### Routed metal, one color a layer, run 1

Drawn at 2 px/um. Two of the layers only.
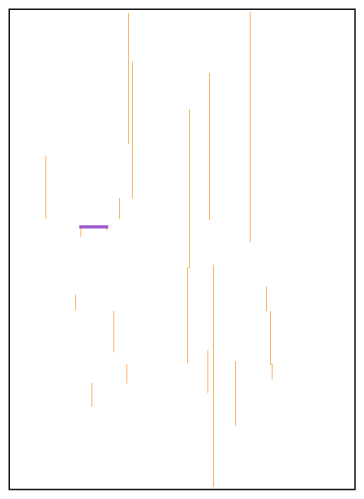
### Where the registers sit, run 1

Drawn at 2 px/um. Other sequential cells in the stronger gray, the rest of the logic in the fainter gray.
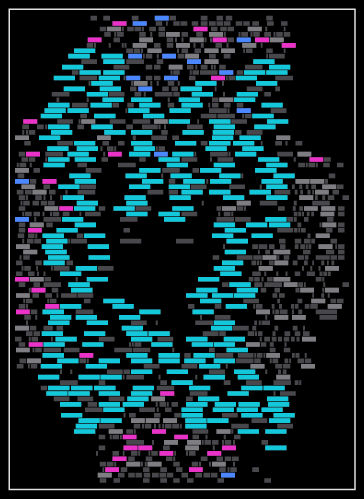
### Metal 1, run 1

Drawn at 2 px/um. Supply wires on this layer in gray.
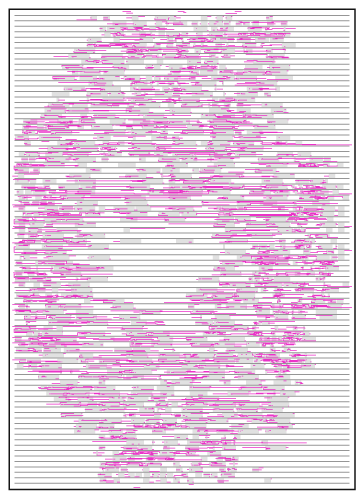
**src/rtl/instr_sequencer.sv**
```systemverilog
// Instruction sequencer: buffers 64-bit instructions in a small FIFO and turns
// them into one-cycle buffer/accumulator strobes or a counted array stream.
`timescale 1ns/1ps
module instr_sequencer #(
   parameter int ADDR_W     = 15,
   parameter int DATA_W     = 32,
   parameter int OBUF_AW    = 4,
   parameter int CNT_W      = 8,
   parameter int FIFO_DEPTH = 4
) (
   input  logic               clk,
   input  logic               rst_n,
   input  logic [63:0]        instr,
   input  logic               instr_valid,
   output logic               instr_ready,
   input  logic               array_done,
   output logic               inp_buf_we,
   output logic [ADDR_W-1:0]  inp_buf_addr,
   output logic [DATA_W-1:0]  inp_buf_data,
   output logic               wt_buf_we,
   output logic [ADDR_W-1:0]  wt_buf_addr,
   output logic [DATA_W-1:0]  wt_buf_data,
   output logic               stream_en,
   output logic               i_mode,
   output logic               acc_store,
   output logic [OBUF_AW-1:0] acc_addr,
   output logic               obuf_tx,
   output logic [OBUF_AW-1:0] obuf_addr,
   output logic               acc_reset,
   output logic               busy,
   output logic               err_illegal
);

   // Fields are packed MSB-first; 5+ADDR_W+DATA_W+CNT_W must not exceed 64.
   localparam int FIELD_W = 5 + ADDR_W + DATA_W + CNT_W;
   localparam int PTR_W   = $clog2(FIFO_DEPTH);
   localparam int OCC_W   = PTR_W + 1;
   localparam logic [OCC_W-1:0] FULL_OCC = OCC_W'(FIFO_DEPTH);

   typedef enum logic [1:0] {
      ST_IDLE   = 2'd0,
      ST_STREAM = 2'd1,
      ST_WAIT   = 2'd2
   } state_t;

   logic [FIELD_W-1:0] fifo_mem_q [FIFO_DEPTH];
   logic [PTR_W-1:0]   wr_ptr_q, rd_ptr_q;
   logic [OCC_W-1:0]   occ_q;
   logic               full_s, empty_s, push_s, pop_s;
   logic [FIELD_W-1:0] head_s;
   logic [4:0]         op_s;
   logic [ADDR_W-1:0]  addr_s;
   logic [DATA_W-1:0]  data_s;
   logic [CNT_W-1:0]   len_s;
   logic               unused_instr_s;

   state_t             state_q, state_d;
   logic [CNT_W-1:0]   len_q, len_d;
   logic               stream_en_q, stream_en_d;
   logic               i_mode_q, i_mode_d;
   logic               inp_we_q, inp_we_d;
   logic [ADDR_W-1:0]  inp_addr_q, inp_addr_d;
   logic [DATA_W-1:0]  inp_data_q, inp_data_d;
   logic               wt_we_q, wt_we_d;
   logic [ADDR_W-1:0]  wt_addr_q, wt_addr_d;
   logic [DATA_W-1:0]  wt_data_q, wt_data_d;
   logic               acc_store_q, acc_store_d;
   logic [OBUF_AW-1:0] acc_addr_q, acc_addr_d;
   logic               obuf_tx_q, obuf_tx_d;
   logic [OBUF_AW-1:0] obuf_addr_q, obuf_addr_d;
   logic               acc_reset_q, acc_reset_d;
   logic               err_q, err_d;

   assign full_s      = (occ_q == FULL_OCC);
   assign empty_s     = (occ_q == {OCC_W{1'b0}});
   // Ready is forced low while reset is held so nothing is accepted into a flushing FIFO.
   assign instr_ready = rst_n & ~full_s;
   assign push_s      = instr_valid & instr_ready;
   assign pop_s       = (state_q == ST_IDLE) & ~empty_s;
   assign head_s      = fifo_mem_q[rd_ptr_q];
   assign {op_s, addr_s, data_s, len_s} = head_s;
   assign unused_instr_s = ^instr;

   // FIFO storage; contents need no reset since occupancy gates every read.
   always_ff @(posedge clk) begin
      if (push_s) begin
         fifo_mem_q[wr_ptr_q] <= instr[63 -: FIELD_W];
      end
   end

   // FIFO pointers and occupancy.
   always_ff @(posedge clk) begin
      if (!rst_n) begin
         wr_ptr_q <= {PTR_W{1'b0}};
         rd_ptr_q <= {PTR_W{1'b0}};
         occ_q    <= {OCC_W{1'b0}};
      end else begin
         if (push_s) wr_ptr_q <= wr_ptr_q + PTR_W'(1);
         if (pop_s)  rd_ptr_q <= rd_ptr_q + PTR_W'(1);
         case ({push_s, pop_s})
            2'b10:   occ_q <= occ_q + OCC_W'(1);
            2'b01:   occ_q <= occ_q - OCC_W'(1);
            default: occ_q <= occ_q;
         endcase
      end
   end

   // Next-state and next-output decode.
   always_comb begin
      state_d     = state_q;
      len_d       = len_q;
      i_mode_d    = i_mode_q;
      inp_we_d    = 1'b0;
      inp_addr_d  = inp_addr_q;
      inp_data_d  = inp_data_q;
      wt_we_d     = 1'b0;
      wt_addr_d   = wt_addr_q;
      wt_data_d   = wt_data_q;
      acc_store_d = 1'b0;
      acc_addr_d  = acc_addr_q;
      obuf_tx_d   = 1'b0;
      obuf_addr_d = obuf_addr_q;
      acc_reset_d = 1'b0;
      err_d       = err_q;
      case (state_q)
         ST_IDLE: begin
            if (pop_s) begin
               case (op_s)
                  5'd0, 5'd31: begin
                     state_d = ST_IDLE;
                  end
                  5'd1: begin
                     i_mode_d = 1'b0;
                     len_d    = len_s;
                     state_d  = ST_STREAM;
                  end
                  5'd2: begin
                     i_mode_d = 1'b1;
                     len_d    = len_s;
                     state_d  = ST_STREAM;
                  end
                  5'd3: begin
                     acc_store_d = 1'b1;
                     acc_addr_d  = addr_s[OBUF_AW-1:0];
                  end
                  5'd4: begin
                     inp_we_d   = 1'b1;
                     inp_addr_d = addr_s;
                     inp_data_d = data_s;
                  end
                  5'd5: begin
                     wt_we_d   = 1'b1;
                     wt_addr_d = addr_s;
                     wt_data_d = data_s;
                  end
                  5'd6: begin
                     obuf_tx_d   = 1'b1;
                     obuf_addr_d = addr_s[OBUF_AW-1:0];
                  end
                  5'd7: begin
                     acc_reset_d = 1'b1;
                  end
                  default: begin
                     err_d = 1'b1;
                  end
               endcase
            end else begin
               state_d = ST_IDLE;
            end
         end
         // len_q counts remaining extra cycles, so a length of N streams N+1 cycles.
         ST_STREAM: begin
            if (len_q == {CNT_W{1'b0}}) begin
               state_d = ST_WAIT;
            end else begin
               len_d = len_q - CNT_W'(1);
            end
         end
         ST_WAIT: begin
            if (array_done) begin
               state_d = ST_IDLE;
            end else begin
               state_d = ST_WAIT;
            end
         end
         default: begin
            state_d = ST_IDLE;
         end
      endcase
      stream_en_d = (state_d == ST_STREAM);
   end

   // State and registered outputs.
   always_ff @(posedge clk) begin
      if (!rst_n) begin
         state_q     <= ST_IDLE;
         len_q       <= {CNT_W{1'b0}};
         stream_en_q <= 1'b0;
         i_mode_q    <= 1'b0;
         inp_we_q    <= 1'b0;
         inp_addr_q  <= {ADDR_W{1'b0}};
         inp_data_q  <= {DATA_W{1'b0}};
         wt_we_q     <= 1'b0;
         wt_addr_q   <= {ADDR_W{1'b0}};
         wt_data_q   <= {DATA_W{1'b0}};
         acc_store_q <= 1'b0;
         acc_addr_q  <= {OBUF_AW{1'b0}};
         obuf_tx_q   <= 1'b0;
         obuf_addr_q <= {OBUF_AW{1'b0}};
         acc_reset_q <= 1'b0;
         err_q       <= 1'b0;
      end else begin
         state_q     <= state_d;
         len_q       <= len_d;
         stream_en_q <= stream_en_d;
         i_mode_q    <= i_mode_d;
         inp_we_q    <= inp_we_d;
         inp_addr_q  <= inp_addr_d;
         inp_data_q  <= inp_data_d;
         wt_we_q     <= wt_we_d;
         wt_addr_q   <= wt_addr_d;
         wt_data_q   <= wt_data_d;
         acc_store_q <= acc_store_d;
         acc_addr_q  <= acc_addr_d;
         obuf_tx_q   <= obuf_tx_d;
         obuf_addr_q <= obuf_addr_d;
         acc_reset_q <= acc_reset_d;
         err_q       <= err_d;
      end
   end

   assign inp_buf_we   = inp_we_q;
   assign inp_buf_addr = inp_addr_q;
   assign inp_buf_data = inp_data_q;
   assign wt_buf_we    = wt_we_q;
   assign wt_buf_addr  = wt_addr_q;
   assign wt_buf_data  = wt_data_q;
   assign stream_en    = stream_en_q;
   assign i_mode       = i_mode_q;
   assign acc_store    = acc_store_q;
   assign acc_addr     = acc_addr_q;
   assign obuf_tx      = obuf_tx_q;
   assign obuf_addr    = obuf_addr_q;
   assign acc_reset    = acc_reset_q;
   assign err_illegal  = err_q;
   assign busy         = (state_q != ST_IDLE) | ~empty_s;

endmodule

```
**config.mk**
```make
export PLATFORM = sky130hd
export DESIGN_NAME = instr_sequencer
export DESIGN_NICKNAME = d
export VERILOG_FILES = /design/src/rtl/instr_sequencer.sv
export SDC_FILE = /design/constraint.sdc
export NUM_CORES = 1
export LEC_CHECK = 0
export CAP_MARGIN = 20
export CORE_ASPECT_RATIO = 1.4
export CORE_MARGIN = 2
export CORE_UTILIZATION = 35
export DETAILED_ROUTE_END_ITERATION = 6
export PLACE_DENSITY = 0.59
export SLEW_MARGIN = 20
export SYNTH_ARGS = -nofsm -noshare
export SYNTH_HDL_FRONTEND = slang
export SYNTH_SLANG_ARGS = --single-unit
```
**constraint.sdc**
```tcl
create_clock -name clk -period 10.6 [get_ports clk]
set_input_delay 1.59 -clock clk [delete_from_list [all_inputs] [get_ports clk]]
set_output_delay 1.59 -clock clk [all_outputs]
set_load 0.02 [all_outputs]
```
==> Flow_metrics.wiki, run 1 <==
== Run summary ==
{| class="wikitable"
! Metric !! Value
|-
| Status || completed
|-
| Number of antenna violations at the first check in global routing || 5
|-
| Leftover overflow at the end of global routing || 0
|-
| Actual transition at the worst max-transition pin || 1050 ps
|-
| TritonCTS buffer count || 38
|-
| Most numerous cell types in the synthesized netlist || edfxtp_1, nand2_1, dfxtp_1, mux2i_1, mux4_2
|-
| Mean post-synth cell area || 15.9 um2
|-
| Max-Cap Viols || 0
|-
| Count of antenna-violating nets left after detailed routing || 0
|-
| Achievable frequency || 184 MHz
|-
| Top Ports || ~180
|-
| Top area cell types || edfxtp_1, dfxtp_1, mux4_2
|-
| Primary flip-flop cell chosen by synthesis mapping || edfxtp_1
|-
| Setup slack after layout || approximately 5200 ps
|-
| Capture endpoint of the worst hold path || inp_buf_addr[5]
|-
| Most repeated cell in the gate-level netlist after synthesis || edfxtp_1
|-
| Aoi/oai-family share of the synthesized area || under 10%
|-
| Number of H-tree branching levels || 2
|-
| Area of the mapped netlist || 0.0138 mm2
|-
| CP peak stage delay || about 800 ps
|-
| Element type at the critical path start || input port
|-
| Cell total in the yosys stat output || 870
|-
| Total number of nets in the final design || 1114
|-
| Share of final-layout standard cells stronger than drive strength 1 || 12.0%
|-
| DRT Wirelength || 30.0 mm
|-
| Tally of unique sky130hd cells used after synthesis || around 46
|-
| Clock input transition at the sequential cells of the worst setup and hold paths || 60 ps
|-
| CTS tree || yes
|-
| Mux cell area share || around 17%
|-
| Wire per inst || 18.7 um
|-
| Yosys stat area || approximately 0.014 mm2
|-
| Worst setup skew after layout || approximately 15 ps
|-
| Max Buffers Root-to-Sink || 3
|-
| Number of instances in the synthesized netlist || slightly below 900
|-
| Die area || slightly above 0.04 mm2
|-
| Proportion of netlist area held by the largest area contributor || 52.1%
|-
| Fin. Hold Viols || 0
|-
| Routed vias || 7588
|-
| Flop pwr share || 46.4%
|-
| RSZ-0062 raised after global routing || false
|-
| P&R area growth vs syn || 24.9%
|-
| Final min period || 5440 ps
|-
| Source of the critical timing path || rst_n
|-
| Switching Share || 26.1%
|-
| Critical path's top delay family || buffers and inverters
|-
| Peak fanout along the critical path || approximately 79
|-
| Sequential cell area fraction in the yosys report || 70.7%
|-
| Synth async-reset ratio || 0%
|-
| Drt via density || 4.74
|-
| Number of post-CTS setup repair buffers || 0
|-
| Arrival time at the worst endpoint || between 3000 and 4000 ps
|-
| Endpoint required time on the critical path || 9010 ps
|-
| Post-synth tally of flip-flops with integrated enable || 240
|-
| Number of cells on the critical path || 4
|-
| Worst slew slack as a fraction of its limit || between 30 and 40%
|-
| First-pass iteration count of the detailed router || 5
|-
| Number of buffers and inverters on the critical path || 3
|-
| Logic gate share of total power || between 10% and 20%
|-
| Cell-by-cell listing of the critical path || buf_6 -> clkinv_1 -> a21oi_1 -> clkdlybuf4s50_1
|-
| Port Buffers || 175
|-
| Synth area leader || edfxtp_1
|-
| Starting density of the core || between 30% and 40%
|-
| Drc violations || 0
|-
| Areal power density over the cells || about 210 mW/mm2
|-
| Main logic family after synthesis || multiplexers
|-
| P_sw || 965 uW
|-
| Post-synthesis net count || 945
|-
| Synthesis warning total || 0
|-
| Aggregate global-route resource usage || 14.7%
|-
| Worst setup endpoint || instr_ready
|-
| Final cycle utilization of the critical path || 51.3%
|-
| Setup Slack @ Placement || 5130 ps
|-
| FA/HA/MAJ Cells, Area Fraction || 0.687%
|-
| Setup slack, reg-to-reg || 6710 ps
|-
| Endpoint of the worst register-to-register path || inp_buf_data[19]
|-
| Slowest-stage cell, CP || clkinv_1
|-
| Via count of the first global-routing pass || 8054
|-
| Area of the core || 0.0392 mm2
|-
| Type of the worst setup path || in -> out
|-
| Post-Synth XOR/XNOR Area || 0.569%
|-
| Reg2Reg Depth || 6
|-
| Tally of filler cells in the layout || 3592
|-
| Hold_buf cts || 0
|-
| Leakage power || 5.93 nW
|-
| Post-cts resize count || 0
|-
| HPWL Detailed || 17.9 mm
|-
| Clock latency of the later-clocked register in the worst-skew pair || between 500 and 600 ps
|-
| Startpoint of the lowest-slack hold path || inp_buf_addr[5]
|-
| Final RePlAce weighted congestion || 0.732
|-
| Global-route wire length before repair || between 40 and 50 mm
|-
| Overall die height || about 240 um
|-
| Number of core rows || 86
|-
| Sum Neg Setup Slack || 0 ps
|-
| Number of cells on the worst hold path || 2
|-
| Worst vdd rail ir drop || ~110 uV
|-
| Die Width || 172 um
|-
| Count of routing violations after the opening detailed-route iteration || approximately 340
|-
| Category of the worst setup path capture point || primary output
|-
| Clock network fraction of design power || between 30% and 40%
|-
| Number of clock sinks || 369
|-
| Count of endpoints failing setup in the final report || 0
|-
| Cell-internal power || 2.73 mW
|-
| HP Class || reg -> reg
|-
| Power consumption || 3.70 mW
|-
| Area fraction in and, or, nand and nor cells after synthesis || 6.90%
|-
| OpenROAD warning count || 33
|-
| Pin count of the biggest net entering global routing || 84
|-
| Final slew viol count || 0
|-
| Root buffer cell || clkbuf_16
|-
| Synthesized flop and latch total || 369
|}
About 'Routed metal, one color a layer':
met4: in orange, wire length 757 um. met5: in purple, wire length 12.9 um.

About 'Where the registers sit':
fifo_mem_q: in cyan, placed flops 240. inp_buf_addr: in blue, placed flops 15. wt_buf_data: in magenta, placed flops 32.

About 'Metal 1':
The layer carries 12400 um of wire. The layer holds 41% of the routed length. 1032 nets have wire on it.

## run 1: flip-flops by register name, summed over array words and instances (netlist names), 2 cells and up, named ones only
name and flops:
state_q 2, inp_buf_data 32, rd_ptr_q 2, len_q 8, acc_addr 4, wt_buf_data 32, inp_buf_addr 15, wr_ptr_q 2
wt_buf_addr 15, occ_q 3, fifo_mem_q 240, obuf_addr 4
## run 1: per-stage QoR
step           instances  instance area (um2)  hold WS [ps]  utilization (%)
6_report            1600                17300           458             44.2
5_1_grt             1600                17300           479             44.2
4_1_cts             1596                17300           457             44.1
3_5_place_dp        1527                16100           448             41.1
3_3_place_gp        1527                16100           446             41.1
2_1_floorplan        870                13800           458                -
## run 1: cell type report
type	count	area (um2)	area share (%)
sequential	369	9800	56.7
multi-input combinational	439	3800	22.0
timing repair buffer	179	1780	10.3
inverter	12	45.0	0.260
antenna	4	10.0	0.0579
clock buffer	59	1090	6.31
tap	528	661	3.82
clock inverter	10	103	0.593
## run 1: power groups by stage
stage	sequential [mW]	clock [mW]	combinational, mW
after floorplan	1.70	0	0.532
after global placement	1.75	0	0.703
after detailed placement	1.75	0	0.709
after CTS	1.72	1.32	0.713
after global routing	1.73	1.37	0.761
final	1.71	1.28	0.696
## run 1: layer usage
layer / vias up / wire length, um / track usage [%]
li1: 3588 / - / -
met1: 3822 / 12400 / 17.7
met2: 131 / 15600 / 25.8
met3: 45 / 1230 / 3.07
met4: 2 / 756 / 5.70
met5: - / 12 / 0
## run 1: placed cells by master, fill, tap and decap left out, drive strengths merged, types with 5 or more instances in the layout
master / count
edfxtp: 240
clkdlybuf4s50: 174
nand2: 154
dfxtp: 129
mux2i: 104
mux4: 60
clkbuf: 59
nor2: 18
inv: 12
o21ai: 10
nand3: 9
a21oi: 8
and2: 8
xnor2: 7
clkinv: 7
ha: 6
nor3: 5
buf: 5
### The metal 4 layer, run 1

Drawn at 2 px/um. Supply wires on this layer in gray.
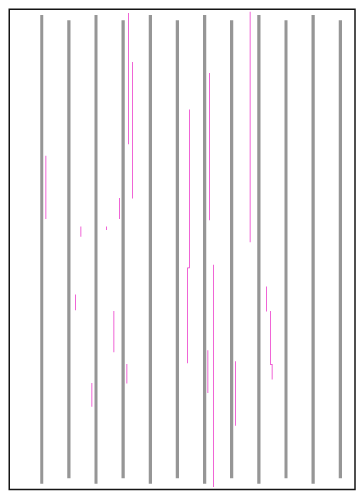

==> run 1 -> run 2 <==
- PLACE_DENSITY: 0.59 -> 0.61
- clock period: 10.6 -> 4.6 ns (I/O delays scaled with it)
### The metal 4 layer, run 2

Drawn at 2 px/um. Supply wires on this layer in gray.
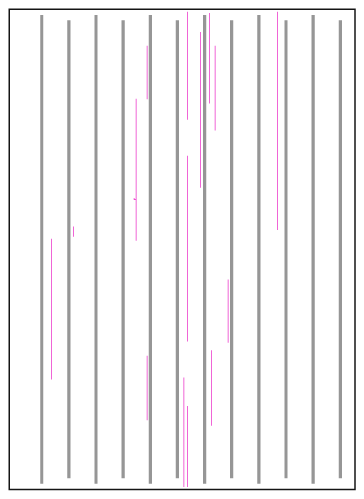
12 nets have wire on it. The layer holds 2.6% of the routed length. The wires run mostly vertical. The layer carries 788 um of wire. The longest straight run is 109 um.

==> run 2 against run 1 <==
Against the previous run:
- worst hold slack got worse by 3.2 ps
- design area rose by 0.16%
- utilization rose by 0.070 points
- total power rose by 130%
- first-iteration DRC count rose by 30%
- synthesized area did not move
- via count rose by 0.74%
- global-route usage rose by 0.19 points
- clock power rose by 120%
==> Flow_metrics.wiki, run 2 <==
== Run summary ==
{| class="wikitable"
! Metric !! Value
|-
| Leftover overflow at the end of global routing || 0 (unchanged)
|-
| Category of the worst setup path capture point || register (was primary output)
|-
| Worst setup skew after layout || 13.2 ps (was 14.6 ps)
|-
| Number of post-CTS setup repair buffers || 0 (unchanged)
|-
| Post-synthesis net count || 945 (unchanged)
|-
| Status || completed (unchanged)
|-
| Root buffer cell || clkbuf_16 (unchanged)
|-
| Total number of nets in the final design || 1122 (was 1114)
|-
| OpenROAD warning count || 33 (unchanged)
|-
| Max-Cap Viols || 0 (unchanged)
|-
| Element type at the critical path start || register (was input port)
|-
| Critical path's top delay family || simple AND/OR/NAND/NOR gates (was buffers and inverters)
|-
| Final slew viol count || 0 (unchanged)
|-
| CTS tree || yes (unchanged)
|-
| Tally of unique sky130hd cells used after synthesis || 46 (unchanged)
|-
| TritonCTS buffer count || 38 (unchanged)
|-
| Arrival time at the worst endpoint || 3350 ps (was 3850 ps)
|-
| HPWL Detailed || 18.2 mm (was 17.9 mm)
|-
| P&R area growth vs syn || 25.1% (was 24.9%)
|-
| Area of the core || 0.0392 mm2 (unchanged)
|-
| Grt met1 use || 17.8% (was 17.7%)
|-
| Top Ports || 180 (unchanged)
|-
| RSZ-0062 raised after global routing || false (unchanged)
|-
| HP Class || reg -> reg (unchanged)
|-
| Synthesis warning total || 0 (unchanged)
|-
| Post-synth tally of flip-flops with integrated enable || 240 (unchanged)
|-
| Setup slack, reg-to-reg || 1620 ps (was 6710 ps)
|-
| Count of routing violations after the opening detailed-route iteration || 447 (was 344)
|-
| Most repeated cell in the gate-level netlist after synthesis || edfxtp_1 (unchanged)
|-
| Drt via density || 4.75 (was 4.74)
|-
| Leakage power || 5.96 nW (was 5.93 nW)
|-
| Placed Area || 0.0162 mm2 (was 0.0161 mm2)
|-
| Actual transition at the worst max-transition pin || 1080 ps (was 1050 ps)
|-
| Flip-flop count of the largest register, all copies and words added || 240 (unchanged)
|-
| Most Crowded Layer GR || met2 (unchanged)
|-
| CP peak stage delay || 750 ps (was 800 ps)
|-
| Die area || 0.0412 mm2 (unchanged)
|-
| Areal power density over the cells || 485 mW/mm2 (was 214 mW/mm2)
|-
| First-pass iteration count of the detailed router || 4 (was 5)
|-
| Number of buffers and inverters on the critical path || 0 (was 3)
|-
| Sum Neg Setup Slack || 0 ps (unchanged)
|-
| Setup slack after layout || 1620 ps (was 5160 ps)
|-
| Synth async-reset ratio || 0% (unchanged)
|-
| Final instance area || 0.0173 mm2 (about the same)
|-
| Final min period || 2980 ps
|-
| Slowest-stage cell, CP || dfxtp_4 (was clkinv_1)
|-
| Number of instances in the synthesized netlist || 870 (unchanged)
|-
| DRT Wirelength || 30.3 mm (was 30.0 mm)
|-
| Cell total in the yosys stat output || 870 (unchanged)
|-
| Routed vias || 7644 (was 7588)
|-
| Number of H-tree branching levels || 2 (unchanged)
|-
| Endpoint required time on the critical path || 4970 ps (was 9010 ps)
|-
| Primary flip-flop cell chosen by synthesis mapping || edfxtp_1 (unchanged)
|-
| Cell-by-cell listing of the critical path || mux4_2 -> or4b_1 -> or3_4 -> mux2i_1 (was buf_6 -> clkinv_1 -> a21oi_1 -> clkdlybuf4s50_1)
|-
| Area of the mapped netlist || 0.0138 mm2 (unchanged)
|-
| Hold_buf cts || 0 (unchanged)
|-
| Worst slew slack as a fraction of its limit || 27.7% (was 30.1%)
|-
| Share of final-layout standard cells stronger than drive strength 1 || 12.8% (was 12.0%)
|-
| Sequential cell area fraction in the yosys report || 70.7% (unchanged)
|-
| Power consumption || 8.40 mW (was 3.70 mW)
|-
| Yosys stat area || 0.0138 mm2 (unchanged)
|-
| Overall die height || 239 um (unchanged)
|-
| Pin count of the biggest net entering global routing || 83 (was 84)
|-
| Die Width || 172 um (unchanged)
|-
| Final cycle utilization of the critical path || 64.8%
|-
| Count of endpoints failing setup in the final report || 0 (unchanged)
|-
| Top area cell types || edfxtp_1, dfxtp_1, mux4_2 (unchanged)
|-
| Final RePlAce weighted congestion || 0.724 (was 0.732)
|-
| Peak fanout along the critical path || 48 (was 79)
|-
| Setup Slack @ Placement || 1570 ps (was 5130 ps)
|-
| Tally of filler cells in the layout || 3563 (was 3592)
|-
| Clock input transition at the sequential cells of the worst setup and hold paths || 60 ps (about the same)
|-
| Count of antenna-violating nets left after detailed routing || 0 (unchanged)
|-
| Type of the worst setup path || reg -> reg (was in -> out)
|-
| Clock latency of the later-clocked register in the worst-skew pair || 530 ps (about the same)
|-
| Via count of the first global-routing pass || 8095 (was 8054)
|-
| Most numerous cell types in the synthesized netlist || edfxtp_1, nand2_1, dfxtp_1, mux2i_1, mux4_2 (unchanged)
|-
| Fin. Hold Viols || 0 (unchanged)
|-
| Achievable frequency || between 300 and 400 MHz
|-
| Drc violations || 0 (unchanged)
|-
| Mean post-synth cell area || 15.9 um2 (unchanged)
|-
| Number of core rows || 86 (unchanged)
|-
| Port Buffers || 175 (unchanged)
|-
| Commonest non-fill, non-tap cell in the layout || edfxtp_1 (unchanged)
|-
| Number of clock sinks || 369 (unchanged)
|-
| Worst vdd rail ir drop || 242 uV (was 111 uV)
|-
| Starting density of the core || 35.4% (unchanged)
|-
| Proportion of netlist area held by the largest area contributor || 52.1% (unchanged)
|-
| Number of antenna violations at the first check in global routing || 3 (was 5)
|-
| Post-cts resize count || 0 (unchanged)
|-
| Synth area leader || edfxtp_1 (unchanged)
|-
| Synthesized flop and latch total || 369 (unchanged)
|-
| Global-route wire length before repair || 46.4 mm (was 46.0 mm)
|-
| Top logic cells by instance count in the layout || edfxtp_1, clkdlybuf4s50_1, nand2_1 (unchanged)
|-
| Largest Register || fifo_mem_q (unchanged)
|-
| Max Buffers Root-to-Sink || 3 (unchanged)
|}
### Congestion heat map, run 2

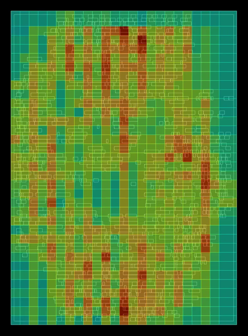
M3 GR Usage: 3.27%
aggregate global-route resource usage: 14.9%
utilization of the core after routing: 44.2%
fraction of met2 tracks used by global routing: 26.2%
wire per inst: 18.9 um

-- run 2: kinds of logic after synthesis --
kind of cell | synth area share (%)
adder cells (fa/ha/maj) | 0.687
AND/OR/NAND/NOR | 6.90
AND-OR/OR-AND | 1.77
buffers and inverters | 2.01
flip-flops | 70.7
XOR/XNOR | 0.569
multiplexers | 17.4
-- run 2: per-stage QoR --
step           cells  hold WS, ps  util, %
4_1_cts         1605          459     44.2
5_1_grt         1607          475     44.2
2_1_floorplan    870          458        -
3_5_place_dp    1535          448     41.3
3_3_place_gp    1535          443     41.3
6_report        1608          455     44.2
-- run 2: tightest hold or removal path, stage by stage, from the launching register on --
cell and delay (ps):
dfxtp_1 300, nand2_1 50, mux2i_1 50
-- run 2: layout make-up --
class | count | area [um2] | area share, %
clock buffers | 52 | 1030 | 5.97
clock inverters | 18 | 114 | 0.657
multi-input cells | 439 | 3800 | 21.9
well taps | 528 | 661 | 3.81
flip-flops and latches | 369 | 9800 | 56.6
diodes | 3 | 7.51 | 0.0433
repair buffers | 187 | 1860 | 10.8
inverters | 12 | 45.0 | 0.260
-- run 2: where the power goes --
group	switching (mW)	total, mW	internal [mW]
Clock	1.24	2.83	1.59
Combinational	0.881	1.71	0.831
Sequential	0.136	3.86	3.73
-- run 2: worst paths after layout --
check | from | end | cells past startpoint
hold / removal | wt_buf_addr[8] | wt_buf_addr[8] | 2
hold reg to reg | wt_buf_addr[8] | wt_buf_addr[8] | 2
setup reg to reg | register | wt_buf_addr[7] | 4
setup / recovery | register | wt_buf_addr[7] | 4
-- run 2: routing by layer --
layer	wire (um)	up-vias
met3	1490	45
met5	13	-
met1	12300	3851
met2	15700	140
li1	-	3606
met4	788	2
Power and IR drop assume default switching activity.
